--- config.mk ---
export PLATFORM = sky130hd
export DESIGN_NAME = vga_blit_scheduler_flat
export DESIGN_NICKNAME = d
export VERILOG_FILES = /design/src/rtl/vga_blit_scheduler_if.sv /design/src/rtl/vga_blit_scheduler.sv /design/src/flat_wrapper.sv
export SDC_FILE = /design/constraint.sdc
export NUM_CORES = 1
export LEC_CHECK = 0
export CAP_MARGIN = 20
export CORE_ASPECT_RATIO = 0.6
export CORE_MARGIN = 2
export CORE_UTILIZATION = 29
export CTS_CLUSTER_SIZE = 12
export DETAILED_ROUTE_END_ITERATION = 10
export GPL_ROUTABILITY_DRIVEN = 0
export GPL_TIMING_DRIVEN = 0
export PLACE_DENSITY = 0.55
export SLEW_MARGIN = 20
export SYNTH_ARGS = -nofsm -noshare
export SYNTH_HDL_FRONTEND = slang
export SYNTH_SLANG_ARGS = --single-unit
--- constraint.sdc ---
create_clock -name clk -period 5.2 [get_ports clk]
set_clock_uncertainty 0.1 [all_clocks]
set_input_delay 0.78 -clock clk [delete_from_list [all_inputs] [get_ports clk]]
set_output_delay 0.78 -clock clk [all_outputs]
set_load 0.05 [all_outputs]
--- src/rtl/vga_blit_scheduler_if.sv ---
// Requester / ROM / VGA-adapter signal bundle for vga_blit_scheduler.
// The scheduler sits on the slave modport; the requesters, colour ROM and
// VGA adapter side (or a testbench standing in for them) use master.
interface vga_blit_scheduler_if #(
  parameter int ADDR_W = 18
);
  // Requester side: three packed job descriptors.
  logic [2:0]          req;
  logic [23:0]         req_x;
  logic [20:0]         req_y;
  logic [23:0]         req_w;
  logic [20:0]         req_h;
  logic [3*ADDR_W-1:0] req_base;
  logic [2:0]          req_key;
  logic [2:0]          ack;
  logic [2:0]          done;
  logic                busy;
  // Colour ROM side.
  logic [ADDR_W-1:0]   rom_addr;
  logic [23:0]         rom_q;
  // VGA adapter side.
  logic [7:0]          x_out;
  logic [6:0]          y_out;
  logic [23:0]         colour_out;
  logic                draw;

  modport slave (
    input  req, req_x, req_y, req_w, req_h, req_base, req_key, rom_q,
    output ack, done, busy, rom_addr, x_out, y_out, colour_out, draw
  );

  modport master (
    output req, req_x, req_y, req_w, req_h, req_base, req_key, rom_q,
    input  ack, done, busy, rom_addr, x_out, y_out, colour_out, draw
  );
endinterface

--- src/rtl/vga_blit_scheduler.sv ---
// Round-robin rectangle-blit scheduler for a single VGA pixel-write port.
// Latches the winning job, walks it in raster order issuing one colour-ROM
// address per cycle, and re-aligns coordinates with the ROM's registered
// output before driving the pixel write strobe.
module vga_blit_scheduler #(
  parameter int          ROM_LATENCY = 1,
  parameter int          SCREEN_W    = 160,
  parameter int          SCREEN_H    = 120,
  parameter int          ADDR_W      = 18,
  parameter logic [23:0] KEY_COLOUR  = 24'hFF00FF
) (
  input logic                clk,
  input logic                resetn,
  vga_blit_scheduler_if.slave bus
);

  typedef enum logic [1:0] {IDLE, WALK, DRAIN, FIN} state_t;

  // One in-flight pixel waiting for its ROM word.
  typedef struct packed {
    logic       valid;
    logic [8:0] x;
    logic [7:0] y;
  } pix_t;

  state_t            state_q, state_d;
  logic [1:0]        ptr_q;          // requester with highest priority next
  logic [1:0]        job_q;
  logic [7:0]        x0_q, w_q, col_q;
  logic [6:0]        y0_q, h_q, row_q;
  logic              key_q;
  logic [ADDR_W-1:0] addr_q;
  logic [1:0]        drain_q;
  logic [2:0]        ack_q, done_q;
  logic              busy_q;
  pix_t              pipe_q [ROM_LATENCY];
  logic              draw_q;
  logic [7:0]        x_out_q;
  logic [6:0]        y_out_q;
  logic [23:0]       colour_q;

  logic [2:0]        rot;
  logic [1:0]        off;
  logic [2:0]        win_sum;
  logic              grant_vld;
  logic [1:0]        grant_idx;
  logic [7:0]        sel_x, sel_w;
  logic [6:0]        sel_y, sel_h;
  logic [ADDR_W-1:0] sel_base;
  logic              sel_key;
  logic              last_px;
  pix_t              head, tail;
  logic              visible;

  // Round-robin pick and mux of the winner's descriptor.
  always_comb begin
    // NOTE: every signal written here gets a default first so no path leaves it unassigned (no latch).
    rot = bus.req;
    case (ptr_q)
      2'd1:    rot = {bus.req[0], bus.req[2], bus.req[1]};
      2'd2:    rot = {bus.req[1], bus.req[0], bus.req[2]};
      default: rot = bus.req;
    endcase
    grant_vld = |rot;
    off       = rot[0] ? 2'd0 : (rot[1] ? 2'd1 : 2'd2);
    win_sum   = {1'b0, ptr_q} + {1'b0, off};
    grant_idx = (win_sum >= 3'd3) ? 2'(win_sum - 3'd3) : win_sum[1:0];

    sel_x    = bus.req_x[7:0];
    sel_y    = bus.req_y[6:0];
    sel_w    = bus.req_w[7:0];
    sel_h    = bus.req_h[6:0];
    sel_base = bus.req_base[ADDR_W-1:0];
    sel_key  = bus.req_key[0];
    case (grant_idx)
      2'd1: begin
        sel_x    = bus.req_x[15:8];
        sel_y    = bus.req_y[13:7];
        sel_w    = bus.req_w[15:8];
        sel_h    = bus.req_h[13:7];
        sel_base = bus.req_base[2*ADDR_W-1:ADDR_W];
        sel_key  = bus.req_key[1];
      end
      2'd2: begin
        sel_x    = bus.req_x[23:16];
        sel_y    = bus.req_y[20:14];
        sel_w    = bus.req_w[23:16];
        sel_h    = bus.req_h[20:14];
        sel_base = bus.req_base[3*ADDR_W-1:2*ADDR_W];
        sel_key  = bus.req_key[2];
      end
      default: ;
    endcase
  end

  // Next-state logic of the job sequencer.
  always_comb begin
    last_px = (col_q == w_q - 8'd1) && (row_q == h_q - 7'd1);
    state_d = state_q;
    case (state_q)
      IDLE:    if (grant_vld) state_d = (sel_w == 8'd0 || sel_h == 7'd0) ? FIN : WALK;
      WALK:    if (last_px) state_d = DRAIN;
      DRAIN:   if (drain_q == 2'(ROM_LATENCY - 1)) state_d = FIN;
      FIN:     state_d = IDLE;
      default: state_d = IDLE;
    endcase
  end

  // State register.
  always_ff @(posedge clk or negedge resetn) begin
    // NOTE: sequential blocks use non-blocking assignments so every register samples pre-edge values.
    if (!resetn) state_q <= IDLE;
    else         state_q <= state_d;
  end

  // Job latch, raster walk counters, ROM address and handshake pulses.
  always_ff @(posedge clk or negedge resetn) begin
    if (!resetn) begin
      ptr_q   <= 2'd0;
      job_q   <= 2'd0;
      x0_q    <= '0;
      y0_q    <= '0;
      w_q     <= '0;
      h_q     <= '0;
      key_q   <= 1'b0;
      col_q   <= '0;
      row_q   <= '0;
      addr_q  <= '0;
      drain_q <= '0;
      ack_q   <= '0;
      done_q  <= '0;
      busy_q  <= 1'b0;
    end else begin
      ack_q  <= '0;
      done_q <= (state_q == FIN) ? (3'b001 << job_q) : 3'b000;
      // busy stays up through the done pulse unless a new job is granted then.
      if (state_q == IDLE && grant_vld) busy_q <= 1'b1;
      else if (done_q != 3'b000)        busy_q <= 1'b0;

      case (state_q)
        IDLE: if (grant_vld) begin
          job_q <= grant_idx;
          x0_q  <= sel_x;
          y0_q  <= sel_y;
          w_q   <= sel_w;
          h_q   <= sel_h;
          key_q <= sel_key;
          col_q <= '0;
          row_q <= '0;
          ack_q <= 3'b001 << grant_idx;
          ptr_q <= (grant_idx == 2'd2) ? 2'd0 : grant_idx + 2'd1;
          // Empty jobs leave the ROM address untouched.
          if (state_d == WALK) addr_q <= sel_base;
        end
        WALK: begin
          drain_q <= '0;
          if (!last_px) begin
            addr_q <= addr_q + 1'b1;
            if (col_q == w_q - 8'd1) begin
              col_q <= '0;
              row_q <= row_q + 7'd1;
            end else begin
              col_q <= col_q + 8'd1;
            end
          end
        end
        DRAIN: drain_q <= drain_q + 2'd1;
        default: ;
      endcase
    end
  end

  // Coordinates of the pixel whose address is on rom_addr this cycle.
  always_comb begin
    head.valid = (state_q == WALK);
    head.x     = {1'b0, x0_q} + {1'b0, col_q};
    head.y     = {1'b0, y0_q} + {1'b0, row_q};
    tail       = pipe_q[ROM_LATENCY-1];
    visible    = tail.valid && (tail.x < 9'(SCREEN_W)) && (tail.y < 8'(SCREEN_H)) &&
                 !(key_q && bus.rom_q == KEY_COLOUR);
  end

  // Alignment shift register: the tail entry matches the current rom_q.
  always_ff @(posedge clk or negedge resetn) begin
    if (!resetn) begin
      // NOTE: this pipeline is a handful of flops, so it is reset to flush stale pixels; large memories would not be.
      for (int i = 0; i < ROM_LATENCY; i++) pipe_q[i] <= '0;
    end else begin
      pipe_q[0] <= head;
      for (int i = 1; i < ROM_LATENCY; i++) pipe_q[i] <= pipe_q[i-1];
    end
  end

  // Output register: strobe visible pixels, hold coordinates/colour otherwise.
  always_ff @(posedge clk or negedge resetn) begin
    if (!resetn) begin
      draw_q   <= 1'b0;
      x_out_q  <= '0;
      y_out_q  <= '0;
      colour_q <= '0;
    end else begin
      draw_q <= visible;
      if (visible) begin
        x_out_q  <= tail.x[7:0];
        y_out_q  <= tail.y[6:0];
        colour_q <= bus.rom_q;
      end
    end
  end

  assign bus.ack        = ack_q;
  assign bus.done       = done_q;
  assign bus.busy       = busy_q;
  assign bus.rom_addr   = addr_q;
  assign bus.x_out      = x_out_q;
  assign bus.y_out      = y_out_q;
  assign bus.colour_out = colour_q;
  assign bus.draw       = draw_q;

endmodule

--- src/flat_wrapper.sv ---
// flat-port wrapper written by rule: the top's interface ports become plain ports
module vga_blit_scheduler_flat 
#(
  parameter int          ROM_LATENCY = 1,
  parameter int          SCREEN_W    = 160,
  parameter int          SCREEN_H    = 120,
  parameter int          ADDR_W      = 18,
  parameter logic [23:0] KEY_COLOUR  = 24'hFF00FF
)
  (clk, resetn, bus_req, bus_req_x, bus_req_y, bus_req_w, bus_req_h, bus_req_base, bus_req_key, bus_rom_q, bus_ack, bus_done, bus_busy, bus_rom_addr, bus_x_out, bus_y_out, bus_colour_out, bus_draw);
  vga_blit_scheduler_if #(.ADDR_W(ADDR_W)) bus_i ();
  input logic clk;
  input logic resetn;
  input wire logic [$bits(bus_i.req)-1:0] bus_req;
  input wire logic [$bits(bus_i.req_x)-1:0] bus_req_x;
  input wire logic [$bits(bus_i.req_y)-1:0] bus_req_y;
  input wire logic [$bits(bus_i.req_w)-1:0] bus_req_w;
  input wire logic [$bits(bus_i.req_h)-1:0] bus_req_h;
  input wire logic [$bits(bus_i.req_base)-1:0] bus_req_base;
  input wire logic [$bits(bus_i.req_key)-1:0] bus_req_key;
  input wire logic [$bits(bus_i.rom_q)-1:0] bus_rom_q;
  output wire logic [$bits(bus_i.ack)-1:0] bus_ack;
  output wire logic [$bits(bus_i.done)-1:0] bus_done;
  output wire logic [$bits(bus_i.busy)-1:0] bus_busy;
  output wire logic [$bits(bus_i.rom_addr)-1:0] bus_rom_addr;
  output wire logic [$bits(bus_i.x_out)-1:0] bus_x_out;
  output wire logic [$bits(bus_i.y_out)-1:0] bus_y_out;
  output wire logic [$bits(bus_i.colour_out)-1:0] bus_colour_out;
  output wire logic [$bits(bus_i.draw)-1:0] bus_draw;
  assign bus_i.req = bus_req;
  assign bus_i.req_x = bus_req_x;
  assign bus_i.req_y = bus_req_y;
  assign bus_i.req_w = bus_req_w;
  assign bus_i.req_h = bus_req_h;
  assign bus_i.req_base = bus_req_base;
  assign bus_i.req_key = bus_req_key;
  assign bus_i.rom_q = bus_rom_q;
  assign bus_ack = bus_i.ack;
  assign bus_done = bus_i.done;
  assign bus_busy = bus_i.busy;
  assign bus_rom_addr = bus_i.rom_addr;
  assign bus_x_out = bus_i.x_out;
  assign bus_y_out = bus_i.y_out;
  assign bus_colour_out = bus_i.colour_out;
  assign bus_draw = bus_i.draw;
  vga_blit_scheduler #(.ROM_LATENCY(ROM_LATENCY), .SCREEN_W(SCREEN_W), .SCREEN_H(SCREEN_H), .ADDR_W(ADDR_W), .KEY_COLOUR(KEY_COLOUR)) u_core (.clk(clk), .resetn(resetn), .bus(bus_i));
endmodule
==> impl_metrics.tcl <==
# place-and-route summary
set metrics [dict create \
    core_area_mm2 0.0275 \
    final_nets 1332 \
    synth.distinct_cells 76 \
    ys_area_mm2 0.00811 \
    vias 7721 \
    finalInstanceArea_mm2 0.0120 \
    synth-async-reset-ratio_pct 100 \
    crit_required_ns 5.42 \
    cpMostUsedCell "ha_4" \
    grt.total_usage_pct 19.0 \
    ys_cells 848 \
    cts_resized 51 \
    whs_ns 0.164 \
    drv_slew 0 \
    fin_cells 1500 \
    startpoint "u_core.ptr_q[0]$_DFFE_PN0P_" \
    layout.area.seq_mm2 0.00343 \
    use_met3_pct 4.29 \
    synth.avg_cell_area_um2 9.57 \
    logic_area_mm2 0.00460 \
    ff2ff_path_depth 26 \
    ff_type "dfrtp_1" \
    largest_reg_flops 24 \
    worst-path-stages 26 \
    final_cell_mix "clkdlybuf4s50_1, dfrtp_1, nand2_1" \
    critPathTopFamily "adder cells" \
    simple_gate_share_pct 17.2 \
    path_clk_slew_ns 0.06 \
    wl_mm 28.0 \
    drv_cap 0 \
    drt-met1-wl_mm 13.7 \
    top_layer_used "met4" \
    routed-wl-met3_mm 1.65 \
    cts_buffer_depth 2 \
    top_area_cell "dfrtp_1" \
    hold_path.class "primary input to async pin" \
    area_delta_synth_final_pct 48.0 \
    place_hpwl_mm 21.8 \
    grt_use_met2_pct 27.9 \
    synth-edff-count 0 \
    grt_pass1_wl_mm 42.6 \
    ys_seq_share_pct 42.3 \
    totalNegativeSetupSlack_ns 0 \
    worstMarginPinSlew_ns 0.869 \
    placed_area_mm2 0.0110 \
    ant_nets 0 \
    postCtsHoldBufs 0 \
    drt-pass1-iter-count 5 \
    worst_slack_ns 0.160 \
    synth_nets 1061 \
    fmax_ghz 0.198 \
    r2r_end "u_core.bus.rom_addr[11]$_DFFE_PN0P_" \
    numCtsBuffers 17 \
    critical_path.max_fanout 10 \
    fa_ha_area_share_pct 5.98 \
    dp_cells 1456 \
    antenna_found_initial 1 \
    drcViolationCount 0 \
    place_ws_ns -1.86 \
    area_leaders "dfrtp_1, mux2_2, ha_1" \
    lay_top_count "clkdlybuf4s50_1" \
    status "finished clean" \
    cp.arrival_ns 5.26 \
    r2r-start "u_core.ptr_q[0]$_DFFE_PN0P_" \
    grt_max_degree 89 \
    fp-utilization_pct 29.5 \
    syn_inst 848 \
    fillers 2644 \
    crit_buf_inv 7 \
    finalCriticalPeriod_ns 5.04 \
    dieArea_mm2 0.0294 \
    relSlewSlack_pct 41.7 \
    ys_sh_xor_pct 2.70 \
    endpoint "u_core.bus.rom_addr[11]$_DFFE_PN0P_" \
    clk_latency_ns 0.43 \
    viasPerCell 5.15 \
    finalHoldViolations 0 \
    drt-initial-drc-count 610 \
    met1_usage_pct 28.0 \
    cpPeakStageDelay_ns 0.59 \
    yosysWarnings 0 \
    root_buffer "clkbuf_16" \
    gr-total-overflow 0 \
    start_kind "register" \
    cp_slowest_cell "fa_1" \
    finalSetupViolations 0 \
    io_buffers 240 \
    r2r_slack_ns 0.16 \
    topCombFamilyByArea "AND-OR/OR-AND gates" \
    grt.busiest_layer "met1" \
    syn_area_mm2 0.00811 \
    final.period_utilization_pct 96.9 \
    synth_top_area_share_pct 42.3 \
    warnings 34 \
    post-cts-setup-buffer-count 2 \
    synth-seq-cells 137 \
    mux_share_pct 7.63 \
    die_w_um 220 \
    wl_per_cell_um 18.7 \
    cts_tree "built" \
    grt_pass1_vias 7389 \
    drive_gt1_share_pct 13.0 \
    io_pins 241 \
    die-height_um 134 \
    cts.sinks 137 \
    h-tree-depth 4 \
    synthAoiAreaFrac_pct 20.3 \
    route.met2.wl_mm 12.2 \
    endpoint_kind "register" \
]
-- area by class of cell --
type / count / area share [%]
Multi-Input combinational cell: 628 / 38.3
Timing Repair Buffer: 252 / 21.0
Antenna cell: 1 / 0.0208
Clock buffer: 18 / 3.57
Buffer: 48 / 2.34
Inverter: 35 / 1.09
Clock inverter: 14 / 1.25
Sequential cell: 137 / 28.6
Tap cell: 367 / 3.82
-- synth_stat cells (all sizes together), types with 12 or more instances --
master,number
inv,35
mux2i,15
a21oi,35
mux2,41
nand4,18
clkbuf,36
ha,34
o21ai,85
or3,13
nand3,26
xnor2,17
a22oi,44
a22o,15
buf,12
o211ai,15
nor2,41
dfrtp,137
nand2,86
or4,12
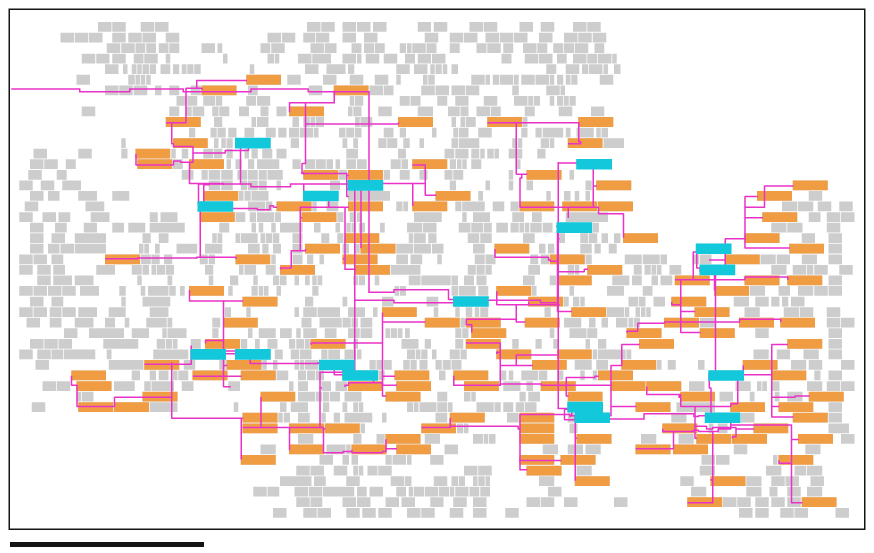
clock_wires.png
Bar = 50 um.
[clock wires] magenta | length: 2,100 um
[flip-flops] orange | count: 137
[clock-net drivers] cyan | count: 17
routed clock nets: 18

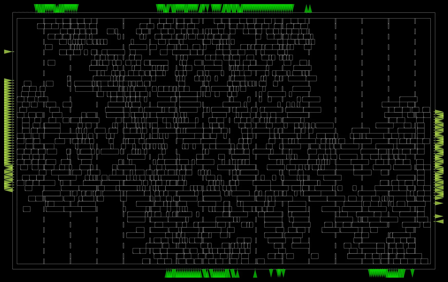
placed.png
# rows: 47
final design utilization: 43.6%

